**src/rtl/ol_layer_sequencer_if.sv**
```systemverilog
`default_nettype none
// ============================================================================
// Module   : ol_layer_sequencer_if
// Purpose  : Bundles the start, neuron-array and layer-result signals of
//            ol_layer_sequencer.
//            master : sequencer side (drives START_READY, NEURON_VALID_IN,
//                     LAYER_*, TIMEOUT, BUSY)
//            slave  : environment side (upstream driver, neuron array and
//                     downstream consumer)
// Ports    : START / START_READY          upstream start handshake
//            NEURON_READY / NEURON_VALID_IN / NEURON_VALID_OUT /
//            NEURON_VALUE_OUT / NEURON_OVERFLOW   neuron array
//            LAYER_VALUE_OUT / LAYER_VALID / LAYER_READY /
//            LAYER_OVERFLOW               downstream result handshake
//            TIMEOUT, BUSY                status
// Revision : 1.0 - initial release
// ============================================================================
interface ol_layer_sequencer_if #(
    parameter int NUM_NEURONS = 8,
    parameter int WIDTH       = 8
);
    logic                         START;
    logic                         START_READY;
    logic [NUM_NEURONS-1:0]       NEURON_READY;
    logic                         NEURON_VALID_IN;
    logic [NUM_NEURONS-1:0]       NEURON_VALID_OUT;
    logic [NUM_NEURONS*WIDTH-1:0] NEURON_VALUE_OUT;
    logic [NUM_NEURONS-1:0]       NEURON_OVERFLOW;
    logic [NUM_NEURONS*WIDTH-1:0] LAYER_VALUE_OUT;
    logic                         LAYER_VALID;
    logic                         LAYER_READY;
    logic                         LAYER_OVERFLOW;
    logic                         TIMEOUT;
    logic                         BUSY;

    modport master (
        input  START, NEURON_READY, NEURON_VALID_OUT, NEURON_VALUE_OUT,
               NEURON_OVERFLOW, LAYER_READY,
        output START_READY, NEURON_VALID_IN, LAYER_VALUE_OUT, LAYER_VALID,
               LAYER_OVERFLOW, TIMEOUT, BUSY
    );

    modport slave (
        output START, NEURON_READY, NEURON_VALID_OUT, NEURON_VALUE_OUT,
               NEURON_OVERFLOW, LAYER_READY,
        input  START_READY, NEURON_VALID_IN, LAYER_VALUE_OUT, LAYER_VALID,
               LAYER_OVERFLOW, TIMEOUT, BUSY
    );
endinterface
`default_nettype wire

```
**src/rtl/ol_layer_sequencer.sv**
```systemverilog
`default_nettype none
// ============================================================================
// Module   : ol_layer_sequencer
// Purpose  : Runs one output layer of neurons through a single inference
//            pass: waits for all neurons ready, fires one broadcast
//            NEURON_VALID_IN, collects every neuron result (first capture
//            per lane wins) and holds the layer vector under a valid/ready
//            handshake. Neuron overflows are ORed into a sticky layer flag.
// Ports    : CLK  - clock
//            RSTN - synchronous active-low reset
//            bus  - ol_layer_sequencer_if.master (start handshake, neuron
//                   array, layer result handshake, TIMEOUT, BUSY)
// Options  : `define OL_LAYER_SEQ_TIMEOUT_EN adds a collect-phase watchdog
//            that ends the pass after TIMEOUT_CYCLES cycles in COLLECT.
// Revision : 1.0 - initial release
// ============================================================================
module ol_layer_sequencer #(
    parameter int NUM_NEURONS    = 8,
    parameter int WIDTH          = 8,
    parameter int TIMEOUT_CYCLES = 255
) (
    input  wire logic              CLK,
    input  wire logic              RSTN,
    ol_layer_sequencer_if.master   bus
);

    // Elaboration-time parameter legality check.
    if (NUM_NEURONS < 1 || NUM_NEURONS > 32 || WIDTH < 1 ||
        TIMEOUT_CYCLES < 1 || TIMEOUT_CYCLES > 65535) begin : g_param_check
        $error("ol_layer_sequencer: parameter out of range");
    end

    typedef enum logic [2:0] {
        ST_IDLE     = 3'd0,
        ST_WAIT_RDY = 3'd1,
        ST_FIRE     = 3'd2,
        ST_COLLECT  = 3'd3,
        ST_HOLD     = 3'd4
    } state_t;

    state_t                       r_state;
    state_t                       w_next;
    logic [NUM_NEURONS-1:0]       r_done;
    logic [NUM_NEURONS-1:0]       w_new;
    logic [NUM_NEURONS-1:0]       w_done_next;
    logic [NUM_NEURONS*WIDTH-1:0] r_value;
    logic                         r_ovf;
    logic                         r_valid_in;
    logic                         r_layer_valid;
    logic                         w_start_acc;

    assign w_start_acc = (r_state == ST_IDLE) && bus.START;

`ifdef OL_LAYER_SEQ_TIMEOUT_EN
    localparam logic [15:0] C_TIMEOUT_LAST = 16'(TIMEOUT_CYCLES - 1);
    logic [15:0] r_tcnt;
    logic        r_timeout;
    logic        w_expire;
`endif

    // Next-state decode. w_new holds lanes completing for the first time;
    // it is only non-zero in COLLECT so stray VALID_OUTs are ignored.
    always_comb begin
        w_next      = r_state;
        w_new       = '0;
        w_done_next = r_done;
`ifdef OL_LAYER_SEQ_TIMEOUT_EN
        w_expire    = 1'b0;
`endif
        case (r_state)
            ST_IDLE:     if (bus.START) w_next = ST_WAIT_RDY;
            ST_WAIT_RDY: if (&bus.NEURON_READY) w_next = ST_FIRE;
            ST_FIRE:     w_next = ST_COLLECT;
            ST_COLLECT: begin
                w_new       = bus.NEURON_VALID_OUT & ~r_done;
                w_done_next = r_done | w_new;
                // A completion in the expiry cycle wins over the watchdog.
                if (&w_done_next) begin
                    w_next = ST_HOLD;
                end
`ifdef OL_LAYER_SEQ_TIMEOUT_EN
                else if (r_tcnt == C_TIMEOUT_LAST) begin
                    w_next   = ST_HOLD;
                    w_expire = 1'b1;
                end
`endif
            end
            ST_HOLD:     if (bus.LAYER_READY) w_next = ST_IDLE;
            default:     w_next = ST_IDLE;
        endcase
    end

    always_ff @(posedge CLK) begin
        if (!RSTN) begin
            r_state       <= ST_IDLE;
            r_done        <= '0;
            r_value       <= '0;
            r_ovf         <= 1'b0;
            r_valid_in    <= 1'b0;
            r_layer_valid <= 1'b0;
        end else begin
            r_state       <= w_next;
            // Registered outputs are decoded from the next state so they
            // line up with the state they belong to.
            r_valid_in    <= (w_next == ST_FIRE);
            r_layer_valid <= (w_next == ST_HOLD);
            if (w_start_acc) begin
                r_done  <= '0;
                r_value <= '0;
                r_ovf   <= 1'b0;
            end else if (r_state == ST_COLLECT) begin
                r_done <= w_done_next;
                r_ovf  <= r_ovf | (|(w_new & bus.NEURON_OVERFLOW));
                for (int i = 0; i < NUM_NEURONS; i++) begin
                    if (w_new[i]) begin
                        r_value[i*WIDTH +: WIDTH] <= bus.NEURON_VALUE_OUT[i*WIDTH +: WIDTH];
                    end
                end
            end
        end
    end

`ifdef OL_LAYER_SEQ_TIMEOUT_EN
    // Watchdog: zeroed in FIRE so it reads 0 on the first COLLECT cycle.
    always_ff @(posedge CLK) begin
        if (!RSTN) begin
            r_tcnt    <= '0;
            r_timeout <= 1'b0;
        end else begin
            if (r_state == ST_FIRE) begin
                r_tcnt <= '0;
            end else if (r_state == ST_COLLECT) begin
                r_tcnt <= r_tcnt + 16'd1;
            end
            if (w_start_acc) begin
                r_timeout <= 1'b0;
            end else if (w_expire) begin
                r_timeout <= 1'b1;
            end
        end
    end
    assign bus.TIMEOUT = r_timeout;
`else
    assign bus.TIMEOUT = 1'b0;
`endif

    assign bus.START_READY     = (r_state == ST_IDLE);
    assign bus.BUSY            = (r_state != ST_IDLE);
    assign bus.NEURON_VALID_IN = r_valid_in;
    assign bus.LAYER_VALID     = r_layer_valid;
    assign bus.LAYER_VALUE_OUT = r_value;
    assign bus.LAYER_OVERFLOW  = r_ovf;

endmodule
`default_nettype wire
```
**src/flat_wrapper.sv**
```systemverilog
// flat-port wrapper written by rule: the top's interface ports become plain ports
module ol_layer_sequencer_flat 
#(
    parameter int NUM_NEURONS    = 8,
    parameter int WIDTH          = 8,
    parameter int TIMEOUT_CYCLES = 255
)
  (CLK, RSTN, bus_START, bus_NEURON_READY, bus_NEURON_VALID_OUT, bus_NEURON_VALUE_OUT, bus_NEURON_OVERFLOW, bus_LAYER_READY, bus_START_READY, bus_NEURON_VALID_IN, bus_LAYER_VALUE_OUT, bus_LAYER_VALID, bus_LAYER_OVERFLOW, bus_TIMEOUT, bus_BUSY);
  ol_layer_sequencer_if #(.NUM_NEURONS(NUM_NEURONS), .WIDTH(WIDTH)) bus_i ();
  input  wire logic CLK;
  input  wire logic RSTN;
  input wire logic [$bits(bus_i.START)-1:0] bus_START;
  input wire logic [$bits(bus_i.NEURON_READY)-1:0] bus_NEURON_READY;
  input wire logic [$bits(bus_i.NEURON_VALID_OUT)-1:0] bus_NEURON_VALID_OUT;
  input wire logic [$bits(bus_i.NEURON_VALUE_OUT)-1:0] bus_NEURON_VALUE_OUT;
  input wire logic [$bits(bus_i.NEURON_OVERFLOW)-1:0] bus_NEURON_OVERFLOW;
  input wire logic [$bits(bus_i.LAYER_READY)-1:0] bus_LAYER_READY;
  output wire logic [$bits(bus_i.START_READY)-1:0] bus_START_READY;
  output wire logic [$bits(bus_i.NEURON_VALID_IN)-1:0] bus_NEURON_VALID_IN;
  output wire logic [$bits(bus_i.LAYER_VALUE_OUT)-1:0] bus_LAYER_VALUE_OUT;
  output wire logic [$bits(bus_i.LAYER_VALID)-1:0] bus_LAYER_VALID;
  output wire logic [$bits(bus_i.LAYER_OVERFLOW)-1:0] bus_LAYER_OVERFLOW;
  output wire logic [$bits(bus_i.TIMEOUT)-1:0] bus_TIMEOUT;
  output wire logic [$bits(bus_i.BUSY)-1:0] bus_BUSY;
  assign bus_i.START = bus_START;
  assign bus_i.NEURON_READY = bus_NEURON_READY;
  assign bus_i.NEURON_VALID_OUT = bus_NEURON_VALID_OUT;
  assign bus_i.NEURON_VALUE_OUT = bus_NEURON_VALUE_OUT;
  assign bus_i.NEURON_OVERFLOW = bus_NEURON_OVERFLOW;
  assign bus_i.LAYER_READY = bus_LAYER_READY;
  assign bus_START_READY = bus_i.START_READY;
  assign bus_NEURON_VALID_IN = bus_i.NEURON_VALID_IN;
  assign bus_LAYER_VALUE_OUT = bus_i.LAYER_VALUE_OUT;
  assign bus_LAYER_VALID = bus_i.LAYER_VALID;
  assign bus_LAYER_OVERFLOW = bus_i.LAYER_OVERFLOW;
  assign bus_TIMEOUT = bus_i.TIMEOUT;
  assign bus_BUSY = bus_i.BUSY;
  ol_layer_sequencer #(.NUM_NEURONS(NUM_NEURONS), .WIDTH(WIDTH), .TIMEOUT_CYCLES(TIMEOUT_CYCLES)) u_core (.CLK(CLK), .RSTN(RSTN), .bus(bus_i));
endmodule
```
**config.mk**
```make
export PLATFORM = sky130hd
export DESIGN_NAME = ol_layer_sequencer_flat
export DESIGN_NICKNAME = d
export VERILOG_FILES = /design/src/rtl/ol_layer_sequencer_if.sv /design/src/rtl/ol_layer_sequencer.sv /design/src/flat_wrapper.sv
export SDC_FILE = /design/constraint.sdc
export NUM_CORES = 1
export LEC_CHECK = 0
export CAP_MARGIN = 10
export CORE_ASPECT_RATIO = 1.5
export CORE_MARGIN = 2
export CORE_UTILIZATION = 37
export CTS_CLUSTER_SIZE = 12
export DETAILED_ROUTE_END_ITERATION = 16
export GPL_ROUTABILITY_DRIVEN = 0
export PLACE_DENSITY = 0.73
export SETUP_SLACK_MARGIN = 0.2
export SYNTH_ARGS = -nofsm -noshare
export SYNTH_HDL_FRONTEND = slang
export SYNTH_SLANG_ARGS = --single-unit
```
**constraint.sdc**
```tcl
create_clock -name CLK -period 1.6 [get_ports CLK]
set_input_delay 0.16 -clock CLK [delete_from_list [all_inputs] [get_ports CLK]]
set_output_delay 0.16 -clock CLK [all_outputs]
set_load 0.01 [all_outputs]
```
Fig. 1: run 1, signal wires by layer
(2 px per um)
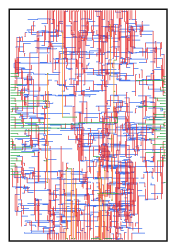
[M1] blue | wire length: 3,330 um
[M4] orange | wire length: 391 um
[M3] green | wire length: 458 um
[M2] red | wire length: 4,720 um

Fig. 2: run 1, where the registers sit
(2 px per um)
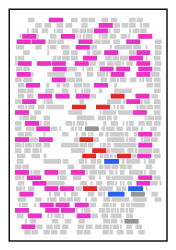
[u_core.r_done] red | sequential cells: 8 | where: center
[u_core.bus.LAYER_VALUE_OUT] magenta | sequential cells: 64 | where: widely spread
[u_core.r_state] blue | sequential cells: 3

Fig. 3: run 1, metal 3
(2 px per um) Cells faint in the background.
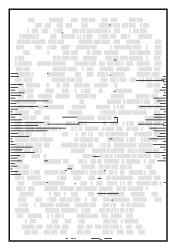
nets with wire on the layer: 79
longest straight run: 27.4 um
share of all routed wire: 5.1%
main direction: horizontal
wire length on this layer: 458 um

Fig. 4: run 1, clock network drawn from the DEF
(3 px per um)
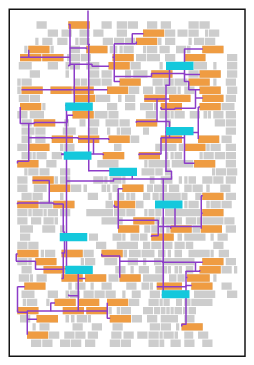
[clock-net drivers] cyan | count: 9
[flip-flops] orange | count: 78
[clock wires] purple | length: 925 um
flops lie: widely spread
Clock Power Share: 0.454
power in the clock group: 1.94 mW

run 1: cell families (layout without fill, tap and decap cells):
family          count (synthesis)  in the layout  synth area share
mux                            64             64             0.210
compound gates                 22             22            0.0431
other cells                     1              1           0.00123
flops                          78             78             0.512
buf+inv                        14            203            0.0316
simple gates                  116            116             0.202
run 1: synth_stat cells:
cell type / count
buf_6: 2
nor4_1: 1
inv_1: 3
and3b_1: 1
nor2_1: 73
nor2_2: 5
mux2i_1: 64
nor2_8: 8
buf_12: 1
nand3_1: 1
nand2_2: 1
a22oi_1: 1
nand2_1: 18
or2_2: 1
nor4b_1: 1
nand2b_1: 1
nand4_1: 1
nor3_1: 2
o22ai_1: 7
a21oi_1: 10
buf_4: 1
buf_2: 7
dfxtp_1: 78
o211ai_1: 1
conb_1: 1
o31ai_1: 3
or3_1: 1
nand2_4: 1
run 1: what timing repair did:
item | in CTS | in global routing
setup endpoints to repair | 71 | 93
setup buffers | 6 | 0
pin swaps | 14 | 17
resized | 26 | 30
endpoints found under the hold margin | 0 | 0
gates cloned | 1 | 1
run 1: flip-flops by register name, indices dropped and copies added, names as in the netlist:
| signal | flops |
|---|---|
| u_core.bus.LAYER_VALUE_OUT | 64 |
| u_core.bus.LAYER_OVERFLOW | 1 |
| u_core.bus.NEURON_VALID_IN | 1 |
| u_core.r_done | 8 |
| u_core.bus.LAYER_VALID | 1 |
| u_core.r_state | 3 |
run 1: power by group:
group	leakage, nW	total [mW]	switching (mW)	internal, mW
sequential	0.630	1.95	0.00288	1.94
clock	0.143	1.94	0.741	1.20
combinational	1.48	0.380	0.125	0.255
run 1: cell type report:
type | count | area [um2] | area share
clock inverters | 5 | 50.0 | 0.00925
repair buffers | 184 | 1920 | 0.355
inverters | 3 | 11.3 | 0.00208
well taps | 105 | 131 | 0.0243
multi-input cells | 203 | 1500 | 0.277
clock buffers | 11 | 233 | 0.0430
flip-flops and latches | 78 | 1570 | 0.290
run 1: per-stage QoR:
| step | TNS [ns] | worst slack, ns | instances |
|---|---|---|---|
| floorplan | 0 | 0.197 | 295 |
| global placement | -0.246 | -0.123 | 565 |
| detailed placement | -0.387 | -0.139 | 565 |
| CTS | 0 | 0.123 | 588 |
| global route | 0 | 0.0442 | 589 |
| finish | 0 | 0.108 | 589 |
run 1: critical path: stages, from the launching register on:
cell	delay, ns
dfxtp_2	0.33
and3b_2	0.28
buf_12	0.18
nand2_4	0.08
nor2_8	0.20
mux2i_2	0.25
nor2_1	0.06
run 1: layer usage:
metal  part of all wire  routed length, um  global-route usage  vias to the layer above
met5                  0                  0                   0                        -
met4              0.044                390               0.125                        0
met3              0.051                457              0.0338                       27
met2               0.53               4720               0.353                       96
met1               0.37               3330               0.210                     1272
li1                   -                  -                   -                     1357
==> flow_metrics.tcl, run 1 <==
# yosys + openroad results
set metrics [dict create \
    initCoreUtil 0.381 \
    port_buffers 160 \
    ys_types 28 \
    ff2ff_path_depth 6 \
    cp-endpoint "u_core.bus.LAYER_VALUE_OUT[30]$_SDFFE_PP0P_" \
    whs_path_depth 3 \
    cts.clk_slew.worst_paths_ns 0.05 \
    dieArea_um2 8990 \
    required_ns 1.82 \
    clock-sinks 78 \
    startpoint "u_core.r_state[2]$_SDFF_PN0_" \
    ys_cells 295 \
    cts-root-buf "clkbuf_16" \
    grt_util_all_layers 0.196 \
    ioPinCount 162 \
    postSynthSeqShare 0.512 \
    drc 0 \
    rsz0062_at_grt "true" \
    clk_path_buf_depth 2 \
    power_leakage_nw 2.26 \
    startpoint_type "flip-flop" \
    grt_pass1_wl_mm 13.8 \
    post_drt_wl_per_cell_um 15.1 \
    ys_ff 78 \
    openroad.warnings 29 \
    drv_slew 0 \
    die_h_um 115 \
    grt_pass1_vias 2894 \
    hold_start "bus_NEURON_VALID_OUT[5]" \
    dieWidth_um 78.1 \
    antenna_found_initial 0 \
    fin_skew_ns 0.00561 \
    rr_startpoint "u_core.r_state[2]$_SDFF_PN0_" \
    final_common_cell "clkdlybuf4s50_1" \
    top_area_cell "dfxtp_1" \
    cts_max_level 3 \
    clkLatencyLatePin_ns 0.33 \
    num-fill-cells 651 \
    drive_gt1_frac 0.153 \
    numCtsBuffers 9 \
    holdBufCountCts 0 \
    period_used_share 0.933 \
    cp.arrival_ns 1.71 \
    synth.avg_cell_area_um2 10.3 \
    fin_util 0.675 \
    drtAntennaViolNets 0 \
    holdWs_ns 0.224 \
    min_to "u_core.r_done[5]$_SDFFE_PP0N_" \
    diodes 0 \
    setup_viol 0 \
    grt_max_degree 48 \
    top_cell_area_share 0.512 \
    drt-total-wl_mm 8.90 \
    layout_top_cells "clkdlybuf4s50_1, dfxtp_1, nor2_1, mux2i_1, dlymetal6s2s_1" \
    drv_cap 0 \
    place_area_um2 4870 \
    peakVddDrop_mv 0.504 \
    postSynthCellCount 295 \
    yosys-top-cells-area "dfxtp_1, mux2i_1, nor2_1" \
    period_minus_slack_ns 1.49 \
    r2r_end "u_core.bus.LAYER_VALUE_OUT[30]$_SDFFE_PP0P_" \
    crit_type "flip-flop to flip-flop" \
    synth_warnings 0 \
    globalRoute.totalOverflow 0 \
    stdcell_area_um2 5410 \
    syn_to_final_growth_pct 77.4 \
    hold_viol 0 \
    synth_area_um2 3050 \
    cts_tree "yes" \
    dpl.hpwl_mm 6.26 \
    hp-class "input pin to flip-flop" \
    yosysChipArea_um2 3050 \
    vias 2752 \
    finalPower_mw 4.26 \
    nNetsFinal 571 \
    reg2reg_slack_ns 0.11 \
    fp_nets 387 \
    core_area_um2 8010 \
    path_max_fanout 8 \
    num_rows 40 \
    fmax_mhz 670 \
    first_pass_iters 4 \
    drt_iter0_drc 89 \
    power_density_nw_per_um2 789 \
    end_kind "flip-flop" \
    status "complete, no violations" \
    viasPerCell 4.67 \
]
Fig. 5: run 1, track usage over the die
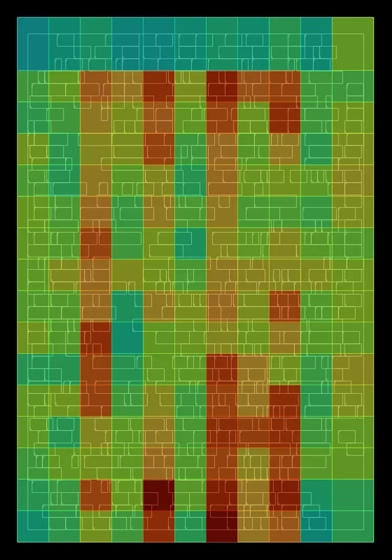

==> run 1 -> run 2 <==
--- a/config.mk
+++ b/config.mk
@@ -13,6 +13,7 @@
 export DETAILED_ROUTE_END_ITERATION = 16
 export GPL_ROUTABILITY_DRIVEN = 0
 export PLACE_DENSITY = 0.73
+export REMOVE_ABC_BUFFERS = 1
 export SETUP_SLACK_MARGIN = 0.2
 export SYNTH_ARGS = -nofsm -noshare
 export SYNTH_HDL_FRONTEND = slang
Fig. 6: run 2, track usage over the die
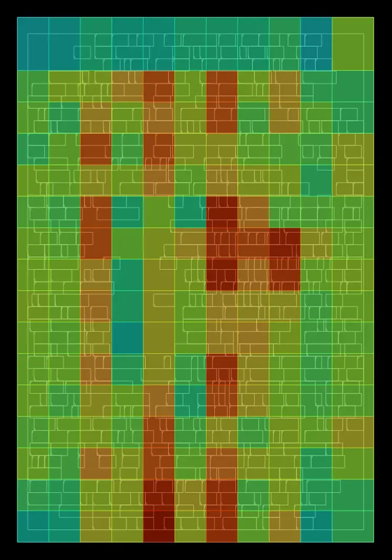
met2 GRT Util: 0.344
Util after Layout: 0.671
met3 usage: 0.0440

==> run 2 against run 1 <==
Compared with the run above:
- fmax is 2.5% higher
- sequential power hardly changed
- sequential share of layout area up 0.25 points
- clock skew decreased by 0.0020 ns
- utilization decreased by 0.42 points
- worst setup slack improved by 0.036 ns
- via count down 0.69%
- worst hold slack lost 0.035 ns
- largest cell class unchanged
==> flow_metrics.tcl, run 2 <==
# yosys + openroad results
set metrics [dict create \
    postSynthSeqShare 0.512 \
    power_density_nw_per_um2 807 \
    whs_path_depth 3 \
    post_drt_wl_per_cell_um 14.1 \
    drt-total-wl_mm 8.33 \
    hp-class "input pin to flip-flop" \
    period_used_share 0.910 \
    ff2ff_path_depth 6 \
    synth_warnings 0 \
    die_h_um 115 \
    synth.avg_cell_area_um2 10.3 \
    max_stage_delay_ns 0.33 \
    numCtsBuffers 9 \
    r2r_end "u_core.bus.LAYER_VALUE_OUT[20]$_SDFFE_PP0P_" \
    period_minus_slack_ns 1.46 \
    tns_ns 0 \
    cts.clk_slew.worst_paths_ns 0.06 \
    syn_to_final_growth_pct 76.3 \
    grt_util_all_layers 0.190 \
    drv_cap 0 \
    port_buffers 160 \
    holdBufCountCts 0 \
    cpMaxStageDelayCell "dfxtp_2" \
    power_leakage_nw 2.29 \
    crit_chain "and3b_2, buf_12, nand2_2, nor2_8, mux2i_1, nor2_1" \
    startpoint_type "flip-flop" \
    top_area_cell "dfxtp_1" \
    drtAntennaViolNets 0 \
    end_kind "flip-flop" \
    setup_viol 0 \
    grt_pass1_vias 2723 \
    startpoint "u_core.r_state[2]$_SDFF_PN0_" \
    clkLatencyLatePin_ns 0.33 \
    openroad.warnings 27 \
    yosys-top-cells-area "dfxtp_1, mux2i_1, nor2_1" \
    globalRoute.totalOverflow 0 \
    edf_count 0 \
    nNetsFinal 570 \
    grt_max_degree 32 \
    cts_tree "yes" \
    rsz0062_at_grt "true" \
    min_to "u_core.r_done[7]$_SDFFE_PP0N_" \
    dieArea_um2 8990 \
    first_pass_iters 4 \
    common_cells "dfxtp_1, nor2_1, mux2i_1" \
    initCoreUtil 0.381 \
    drive_gt1_frac 0.149 \
    hold_viol 0 \
    clk_path_buf_depth 2 \
    cts-root-buf "clkbuf_16" \
    clock-sinks 78 \
    ys_ff 78 \
    path_buffers 1 \
    layout_top_cells "clkdlybuf4s50_1, nor2_1, dfxtp_1, mux2i_1, dlymetal6s2s_1" \
    yosysChipArea_um2 3050 \
    ys.flop_type "dfxtp_1" \
    ys_cells 295 \
    cts_max_level 3 \
    required_ns 1.82 \
    synth_top_cell_by_count "dfxtp_1" \
    finalPower_mw 4.34 \
    cp.arrival_ns 1.68 \
    synth_area_um2 3050 \
    final_common_cell "clkdlybuf4s50_1" \
    postSynthCellCount 295 \
    grt_pass1_wl_mm 13.2 \
    ys_types 28 \
    status "complete, no violations" \
    crit_type "flip-flop to flip-flop" \
    drt_iter0_drc 106 \
    core_area_um2 8010 \
    fmax_mhz 687 \
    ioPinCount 162 \
    synthArstFlopShare 0 \
    dieWidth_um 78.1 \
    num_rows 40 \
    reg2reg_slack_ns 0.14 \
    path_max_fanout 8 \
    rr_startpoint "u_core.r_state[2]$_SDFF_PN0_" \
    largest_reg_flops 64 \
    dpl.hpwl_mm 6.11 \
    top_cell_area_share 0.512 \
    antenna_found_initial 1 \
    hold_start "bus_NEURON_VALID_OUT[7]" \
    fin_skew_ns 0.00359 \
    viasPerCell 4.64 \
    drc 0 \
    peakVddDrop_mv 0.634 \
    crit_family "simple AND/OR/NAND/NOR gates" \
    vias 2733 \
    drv_slew 0 \
]
Fig. 7: run 2, clock network drawn from the DEF
(3 px per um)
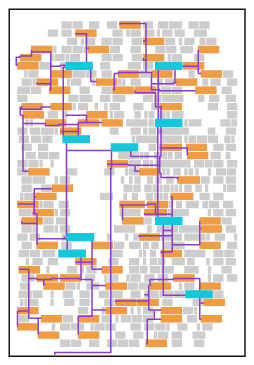
[clock-net drivers] cyan | count: 9
[flip-flops] orange | count: 78
[clock wires] purple | length: 952 um
flops lie: widely spread
routed clock nets: 10

## run 2: cell counts after synthesis
No cell type changed its count.
## run 2: where the power goes
group	leakage [nW]	internal [mW]	switching, mW	total, mW
Combinational	1.51	0.244	0.116	0.360
Clock	0.152	1.28	0.749	2.03
Sequential	0.631	1.94	0.00255	1.95
## run 2: how the worst max path moves through the flow
| stage | depth (start not counted) | slack, ns | endpoint |
|---|---|---|---|
| 6_report | 6 | 0.14 | u_core.bus.LAYER_VALUE_OUT[20]$_SDFFE_PP0P_ |
| 3_3_place_gp | 6 | -0.04 | u_core.r_state[0]$_SDFF_PN0_ |
| 4_1_cts | 6 | 0.12 | u_core.bus.LAYER_VALUE_OUT[3]$_SDFFE_PP0P_ |
| 3_5_place_dp | 6 | -0.06 | u_core.r_state[0]$_SDFF_PN0_ |
| 2_1_floorplan | 4 | -0.25 | u_core.bus.LAYER_VALUE_OUT[0]$_SDFFE_PP0P_ |
| 5_1_grt | 6 | 0.06 | u_core.bus.LAYER_VALUE_OUT[59]$_SDFFE_PP0P_ |
## run 2: area by class of cell
class	instances	area (um2)
fillers	642	2630
repair buffers	183	1920
flip-flops and latches	78	1570
multi-input cells	203	1440
clock buffers	12	256
well taps	105	131
clock inverters	4	45.0
inverters	3	11.3
diodes	1	2.50
## run 2: logic make-up after synthesis
| kind of cell | after synthesis | share of synthesized area |
|---|---|---|
| and+or+nand+nor | 116 | 0.202 |
| DFF | 78 | 0.512 |
| muxes | 64 | 0.210 |
| AOI/OAI and AO/OA | 22 | 0.0431 |
| buffers and inverters | 14 | 0.0316 |
| other | 1 | 0.00123 |
## run 2: worst register-to-register path: stages (launching register included)
cell and delay, ns:
dfxtp_2 0.33, and3b_2 0.28, buf_12 0.15, nand2_2 0.10, nor2_8 0.22, mux2i_1 0.22
nor2_1 0.05
## run 2: timing repair
action	4_1_cts	5_1_grt
buffers inserted	5	1
resized	12	37
gates cloned	1	0
endpoints found under the setup margin	67	92
pin swaps	5	12
## run 2: routing by layer
metal / up-vias / global-route usage / wire [um]
met5: - / 0 / 0
met4: 0 / 0.108 / 174
met3: 13 / 0.0440 / 592
met2: 109 / 0.344 / 4580
met1: 1247 / 0.200 / 2980
li1: 1364 / - / -
## run 2: metrics by stage
stage / hold WS (ns) / utilization / instance area [um2] / cells / setup WS, ns
floorplan: 0.287 / - / 2960 / 284 / -0.247
global placement: 0.441 / 0.608 / 4870 / 565 / -0.0387
detailed placement: 0.454 / 0.608 / 4870 / 565 / -0.0647
CTS: 0.436 / 0.658 / 5270 / 587 / 0.115
global route: 0.206 / 0.671 / 5370 / 589 / 0.0601
finish: 0.189 / 0.671 / 5370 / 589 / 0.144
Power and IR drop assume default switching activity.
